**Run 1: sequential cells grouped by signal name**

Drawn at 6 px/µm. Other sequential cells in the stronger gray, the rest of the logic in the fainter gray.
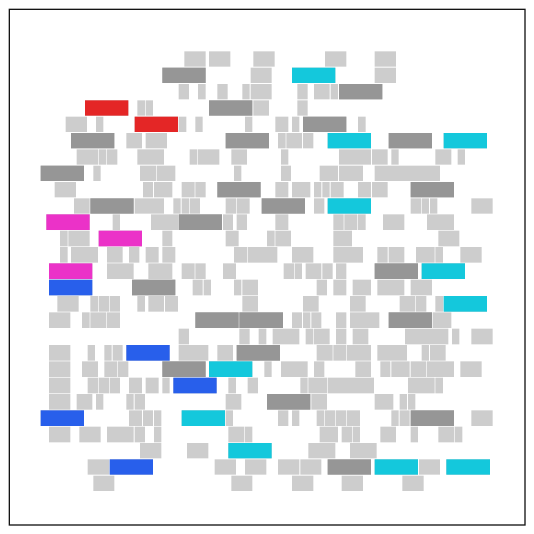
**Run 1: routed metal, one color a layer**

Drawn at 6 px/µm.
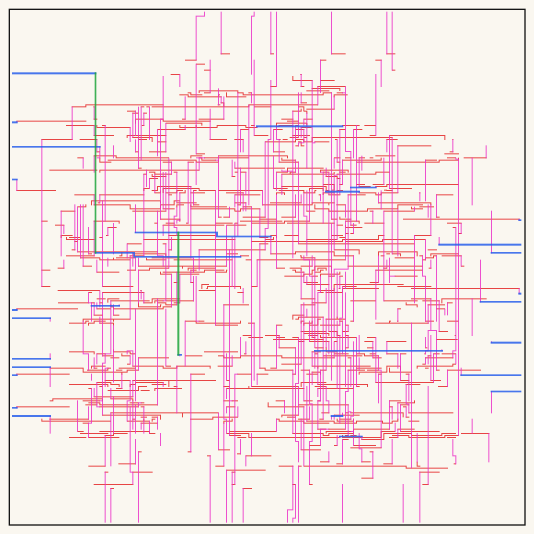
**Run 1: power grid**

Drawn at 4 px/µm. Pins as bars on the die edge. Tap cells in gray.
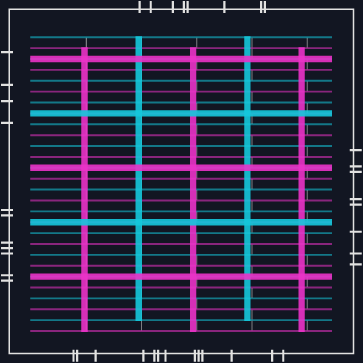
## config.mk

```make
export PLATFORM = sky130hd
export DESIGN_NAME = group_accumulator
export DESIGN_NICKNAME = d
export VERILOG_FILES = /design/src/rtl/group_accumulator.sv
export SDC_FILE = /design/constraint.sdc
export NUM_CORES = 1
export LEC_CHECK = 0
export CORE_MARGIN = 5
export CORE_UTILIZATION = 39
export DETAILED_ROUTE_END_ITERATION = 16
export PLACE_DENSITY_LB_ADDON = 0.1
export SYNTH_ARGS = -nofsm -noshare
export SYNTH_HDL_FRONTEND = slang
export SYNTH_SLANG_ARGS = --single-unit
```

## constraint.sdc

```tcl
create_clock -name clk -period 3.7 [get_ports clk]
set_input_delay 0.74 -clock clk [delete_from_list [all_inputs] [get_ports clk]]
set_output_delay 0.74 -clock clk [all_outputs]
set_load 0.005 [all_outputs]
```

## src/rtl/group_accumulator.sv

```systemverilog
// group_accumulator: reads NUM_GROUPS x GROUP words from a source RAM,
// sums each group and writes the sums with an overflow flag.
module group_accumulator #(
    parameter int DATA_W     = 8,
    parameter int ADDR_W     = 5,
    parameter int GROUP      = 8,
    parameter int NUM_GROUPS = 4,
    parameter int SUM_W      = 11,
    parameter int RES_AW     = 2
) (
    input  logic              clk,
    input  logic              reset,
    input  logic              start,
    input  logic              sat_en,
    input  logic [ADDR_W-1:0] base_addr,
    output logic              busy,
    output logic              done,
    output logic [ADDR_W-1:0] mem_addr,
    output logic              mem_rden,
    input  logic [DATA_W-1:0] mem_rdata,
    output logic [RES_AW-1:0] res_addr,
    output logic              res_wren,
    output logic [SUM_W-1:0]  res_data,
    output logic              res_ovf
);

    localparam int KW   = (GROUP > 1) ? $clog2(GROUP) : 1;
    localparam int PADW = SUM_W + 1 - DATA_W;

    localparam logic [KW-1:0]     K_LAST = KW'(GROUP - 1);
    localparam logic [RES_AW-1:0] G_LAST = RES_AW'(NUM_GROUPS - 1);

    typedef enum logic [2:0] {
        IDLE,
        RD,
        ACC,
        WR,
        DONE
    } state_t;

    state_t            state;
    logic [SUM_W-1:0]  acc;
    logic              ovf;
    logic              sat_q;
    logic [KW-1:0]     k;
    logic [RES_AW-1:0] g;

    logic [SUM_W:0]    sum_full;
    logic              ovf_hit;
    logic [SUM_W-1:0]  acc_nxt;

    // Full-width sum of the running total and the incoming word, then clamp or wrap
    always_comb begin
        sum_full = {1'b0, acc} + {{PADW{1'b0}}, mem_rdata};
        ovf_hit  = sum_full[SUM_W];
        acc_nxt  = sum_full[SUM_W-1:0];
        if (ovf_hit && sat_q) begin
            acc_nxt = '1;
        end
    end

    // Sequencer: the read address is a running pointer, since words of
    // consecutive groups are contiguous in the source RAM
    always_ff @(posedge clk) begin
        if (reset) begin
            state    <= IDLE;
            acc      <= '0;
            ovf      <= 1'b0;
            sat_q    <= 1'b0;
            k        <= '0;
            g        <= '0;
            busy     <= 1'b0;
            done     <= 1'b0;
            mem_addr <= '0;
            mem_rden <= 1'b0;
            res_addr <= '0;
            res_wren <= 1'b0;
            res_data <= '0;
            res_ovf  <= 1'b0;
        end else begin
            mem_rden <= 1'b0;
            res_wren <= 1'b0;
            done     <= 1'b0;
            unique case (state)
                IDLE: begin
                    if (start) begin
                        sat_q    <= sat_en;
                        acc      <= '0;
                        ovf      <= 1'b0;
                        k        <= '0;
                        g        <= '0;
                        mem_addr <= base_addr;
                        mem_rden <= 1'b1;
                        busy     <= 1'b1;
                        state    <= RD;
                    end
                end
                RD: begin
                    state <= ACC;
                end
                ACC: begin
                    acc <= acc_nxt;
                    ovf <= ovf | ovf_hit;
                    if (k == K_LAST) begin
                        res_wren <= 1'b1;
                        res_addr <= g;
                        res_data <= acc_nxt;
                        res_ovf  <= ovf | ovf_hit;
                        state    <= WR;
                    end else begin
                        k        <= k + KW'(1);
                        mem_addr <= mem_addr + ADDR_W'(1);
                        mem_rden <= 1'b1;
                        state    <= RD;
                    end
                end
                WR: begin
                    acc <= '0;
                    ovf <= 1'b0;
                    k   <= '0;
                    if (g == G_LAST) begin
                        busy  <= 1'b0;
                        done  <= 1'b1;
                        state <= DONE;
                    end else begin
                        g        <= g + RES_AW'(1);
                        mem_addr <= mem_addr + ADDR_W'(1);
                        mem_rden <= 1'b1;
                        state    <= RD;
                    end
                end
                DONE: begin
                    state <= IDLE;
                end
                default: begin
                    state <= IDLE;
                end
            endcase
        end
    end

endmodule

```

==> PnR_summary.wiki, run 1 <==
== Flow metrics ==
{| class="wikitable"
! Metric !! Value
|-
| Crit-path cells || clkdlybuf4s50_1 -> ha_1 -> inv_1 -> fa_1 -> nor2b_4 -> o2111a_1 -> o41a_4 -> and3_4 -> a2111oi_2
|-
| RSZ-0062 raised after global routing || no
|-
| Share of the core filled by cells before placement || 40.3%
|-
| Routed Wire Length || 5050 µm
|-
| Maximum achievable frequency || 371 MHz
|-
| Reg-to-reg setup timing slack || 1560 ps
|-
| Global routing's busiest layer || met2
|-
| Average size of a mapped cell || 8.46 µm²
|-
| Final RePlAce weighted congestion || 0.793
|-
| Number of non-filler instances in the completed layout || 370
|-
| Data arrival time of the worst path || 2890 ps
|-
| Endpoint of the most critical register-to-register path || res_data[10]$_SDFFE_PP0P_
|-
| Storage element area || 881 µm²
|-
| Switching share of total power || 24.8%
|-
| End point of the worst hold path || res_addr[1]$_SDFFE_PP0P_
|-
| Vias in the first global route || 1919
|-
| Dominant kind of cell || multi-input combinational cells
|-
| Most frequent cells in the layout || 44 x dfxtp_1, 39 x clkdlybuf4s50_1, 34 x nor2_1, 21 x nand2_1, 20 x o21ai_0
|-
| # hold bufs at CTS || 0
|-
| Initial antenna violation count || 0
|-
| Drt via density || 5.39
|-
| Setup TNS || 0 ps
|-
| Kind of end point of the critical path || register
|-
| Routed wire per std cell || 13.6 µm
|-
| Number of ordinary inverters in the final layout || 9
|-
| Tightest Hold Check Type || register to register
|-
| Final number of hold-violating endpoints || 0
|-
| Min-delay src || res_addr[1]$_SDFFE_PP0P_
|-
| Worst rel slew slack || 53.9%
|-
| Final HPWL from detailed placement || 3730 µm
|-
| Hold path depth || 2
|-
| Comb pwr share || 12.9%
|-
| Largest net degree at the start of global routing || 23
|-
| Post-CTS setup-driven buffer insertion count || 0
|-
| Most common library cell in the layout ignoring fill and taps || dfxtp_1
|-
| Fraction of area in multi-input gates || 44.7%
|-
| Result of the run || completed
|-
| CP Class || input port to register
|-
| Number of maximum-capacitance violations || 0
|-
| Number of stages on the worst setup path || 9
|-
| Leakage power summed over all cells || 1.06 nW
|-
| Yosys synthesis chip area || 2230 µm²
|-
| Total global-route track usage || 14.2%
|-
| Inserted tap cell count || 72
|}
## Picture notes: 'sequential cells grouped by signal name'
[mem_addr] blue | flops: 5 | where: south-west
[res_data] cyan | flops: 11
[g] red | flops: 2
[k] magenta | flops: 3

## Picture notes: 'routed metal, one color a layer'
[M4] green | wire length: 50.3 µm
[M1] red | wire length: 2310 µm
[M3] blue | wire length: 205 µm
[M2] magenta | wire length: 2480 µm

## Picture notes: 'power grid'
[VDD] cyan
[VSS] magenta
met5 straps: 5
signal pins: 40
met4 straps: 5

run 1: routing by layer:
metal  share of wire (%)  routed length [µm]
met4                0.99                  50
met5                   0                   0
met2                  49                2480
met3                 4.1                 205
met1                  46                2310
run 1: cells by family after synthesis:
family	synth area share, %
AND-OR/OR-AND	23.6
AND/OR/NAND/NOR	21.1
buffers and inverters	4.98
XOR/XNOR	1.57
adder cells (fa/ha/maj)	7.61
flip-flops	39.4
multiplexers	1.79
run 1: per-stage QoR:
| step | power, mW | cell area [µm²] | setup slack, ps | util [%] |
|---|---|---|---|---|
| after floorplan | 0.590 | 2230 | 1230 | - |
| after global placement | 0.639 | 2670 | 724 | 48.1 |
| after detailed placement | 0.639 | 2670 | 694 | 48.1 |
| after CTS | 1.02 | 2780 | 1000 | 50.2 |
| after global routing | 1.05 | 2780 | 883 | 50.2 |
| final | 0.998 | 2780 | 1000 | 50.2 |
run 1: power by group through the flow:
| stage | clock (mW) | sequential (mW) | combinational [mW] |
|---|---|---|---|
| 4_1_cts | 0.386 | 0.500 | 0.130 |
| 6_report | 0.369 | 0.499 | 0.129 |
| 3_3_place_gp | 0 | 0.510 | 0.129 |
| 3_5_place_dp | 0 | 0.510 | 0.129 |
| 2_1_floorplan | 0 | 0.505 | 0.0843 |
| 5_1_grt | 0.406 | 0.502 | 0.144 |
run 1: synthesized netlist by cell type (all sizes together) (2+ instances only):
cell type / number
nor2b: 4
and3: 3
clkbuf: 11
or2: 2
a21o: 3
nor2: 34
o21ai: 21
inv: 9
o22ai: 2
nor3: 6
a21oi: 19
nor4: 2
xnor2: 3
o31ai: 2
or3: 4
nand3: 4
nand2: 21
nor3b: 3
o21a: 2
dfxtp: 44
a211oi: 10
nand2b: 5
mux2i: 4
buf: 6
ha: 12
o211ai: 4
a22oi: 5
a311oi: 3
nand4: 2
## Run 2: what changed since run 1
==> constraint.sdc (replaced) <==
create_clock -name clk -period 2.31 [get_ports clk]
set_input_delay 0.462 -clock clk [delete_from_list [all_inputs] [get_ports clk]]
set_output_delay 0.462 -clock clk [all_outputs]
set_load 0.005 [all_outputs]
**Run 2: routed metal, one color a layer**

Drawn at 6 px/µm.
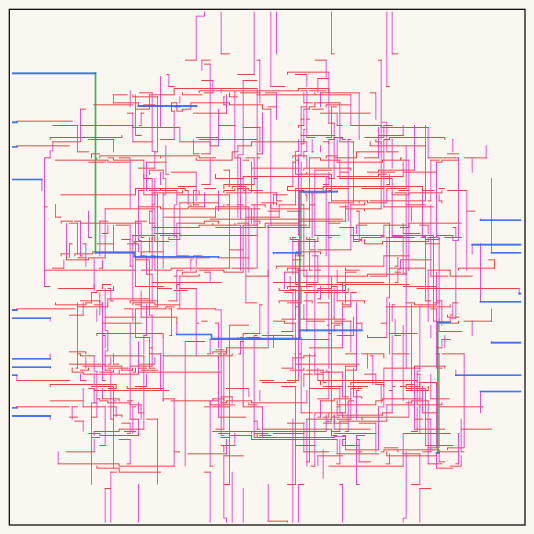
[M4] green | wire length: 74.8 µm
[M1] red | wire length: 2490 µm
[M2] magenta | wire length: 2500 µm
[M3] blue | wire length: 172 µm

**Run 2: power grid**

Drawn at 4 px/µm. Pins as bars on the die edge. Tap cells in gray.
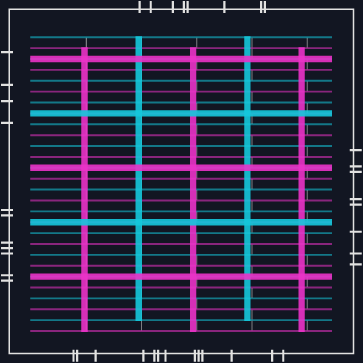
[VDD] cyan
[VSS] magenta
signal pins: 40
met4 straps: 5
rows: 27
met1 rails: 28
met5 straps: 5

==> PnR_summary.wiki, run 2 <==
== Flow metrics ==
{| class="wikitable"
! Metric !! Value
|-
| Maximum achievable frequency || 448 MHz
|-
| Yosys synthesis chip area || 2230 µm² (unchanged)
|-
| Most common library cell in the layout ignoring fill and taps || dfxtp_1
|-
| Reg-to-reg setup timing slack || 130 ps (-1430 ps)
|-
| Dominant kind of combinational cell || AND-OR/OR-AND gates
|-
| Crit-path cells || dlygate4sd2_1 -> ha_2 -> inv_2 -> fa_2 -> nor2b_4 -> o2111a_1 -> o41a_4 -> and3_4 -> a2111oi_4
|-
| Result of the run || completed
|-
| Mux area share || 1.79% (unchanged)
|-
| Cell with the most instances after synthesis || dfxtp_1
|-
| Combinational-cell power consumption || 0.236 mW (+83%)
|-
| Clock network power consumption || 0.626 mW (+70%)
|-
| Adder-cell area share of the yosys netlist || 7.61% (unchanged)
|-
| Largest net degree at the start of global routing || 24 (+4.3%)
|-
| Tightest Hold Check Type || register to register
|-
| Final HPWL from detailed placement || 3840 µm (+3.0%)
|-
| Initial antenna violation count || 0 (unchanged)
|-
| # hold bufs at CTS || 0 (unchanged)
|-
| End-of-flow core utilization || 54.3% (+4.2 points)
|-
| Highest-power group || registers
|-
| Routed wire per std cell || 13.3 µm (-2.1%)
|-
| Final RePlAce weighted congestion || 0.809 (+2.0%)
|-
| Leakage power summed over all cells || 1.19 nW (+12%)
|-
| Average size of a mapped cell || 8.46 µm² (unchanged)
|-
| Share of the core filled by cells before placement || 40.3% (unchanged)
|-
| Total placed instance area || 2810 µm² (+5.3%)
|-
| Data arrival time of the worst path || 2440 ps (-450 ps)
|-
| Simple logic cell fraction of the synthesized area || 21.1% (unchanged)
|-
| Most frequent cells in the layout || 44 x dfxtp_1, 36 x clkdlybuf4s50_1, 34 x nor2_1, 26 x buf_4, 21 x nand2_1
|-
| Smallest setup slack after layout || 75.4 ps (-929 ps)
|-
| Number of stages on the worst setup path || 9 (unchanged)
|-
| Drt via density || 5.18 (-3.9%)
|}
**Run 2: the clock network**

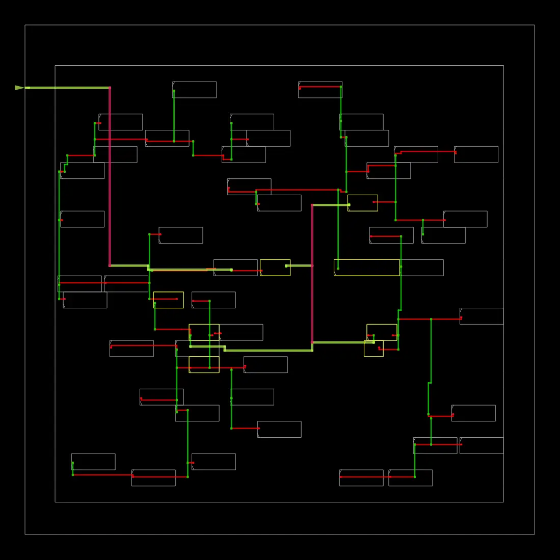
clock buf count: 6
cts bufs inserted: 5
Seq cells: 44
insertion delay of the later-clocked pin in the worst-skew pair: 300 ps

-- run 2: netlist changes by cell type in the layout (fill, tap and decap cells not counted), sizes merged --
cell / before / now
buf: 4 / 26
clkdlybuf4s50: 39 / 36
dlygate4sd2: 0 / 2
clkbuf: 5 / 6
clkinvlp: 1 / 0
dlymetal6s2s: 0 / 1
-- run 2: cell type report --
cell class	instances	area share [%]
Inverter	9	1.12
Multi-Input combinational cell	194	43.1
Clock inverter	2	1.29
Tap cell	72	2.99
Timing Repair Buffer	65	19.5
Clock buffer	6	2.74
Sequential cell	44	29.3
-- run 2: layer usage --
layer / share of wire (%) / vias up / wire [µm] / global-route usage [%]
met1: 47 / 937 / 2490 / 19.7
met2: 48 / 27 / 2500 / 26.3
met5: 0 / - / 0 / 0
li1: - / 1058 / - / -
met4: 1.4 / 0 / 74 / 3.88
met3: 3.3 / 7 / 172 / 3.84
-- run 2: what timing repair did --
action,CTS,global route
endpoints found under the setup margin,6,19
pin swaps,4,0
resized,10,3
buffers inserted,3,0
-- run 2: worst paths after layout --
path,startpoint,to
setup / recovery,mem_rdata[0],res_data[10]$_SDFFE_PP0P_
hold / removal,res_addr[0]$_SDFFE_PP0P_,res_addr[0]$_SDFFE_PP0P_
setup reg to reg,acc[0]$_SDFFE_PP0P_,res_data[10]$_SDFFE_PP0P_
hold reg to reg,res_addr[0]$_SDFFE_PP0P_,res_addr[0]$_SDFFE_PP0P_
-- run 2: metrics by stage --
step                      power (mW)  std cells  hold slack (ps)  setup TNS [ps]
after detailed placement        1.05        381              452           -5920
after global placement          1.05        381              442           -5120
after floorplan                0.944        264              429               0
after CTS                       1.68        392              466               0
after global routing            1.75        392              485               0
final                           1.66        392              462               0
Power and IR drop assume default switching activity.
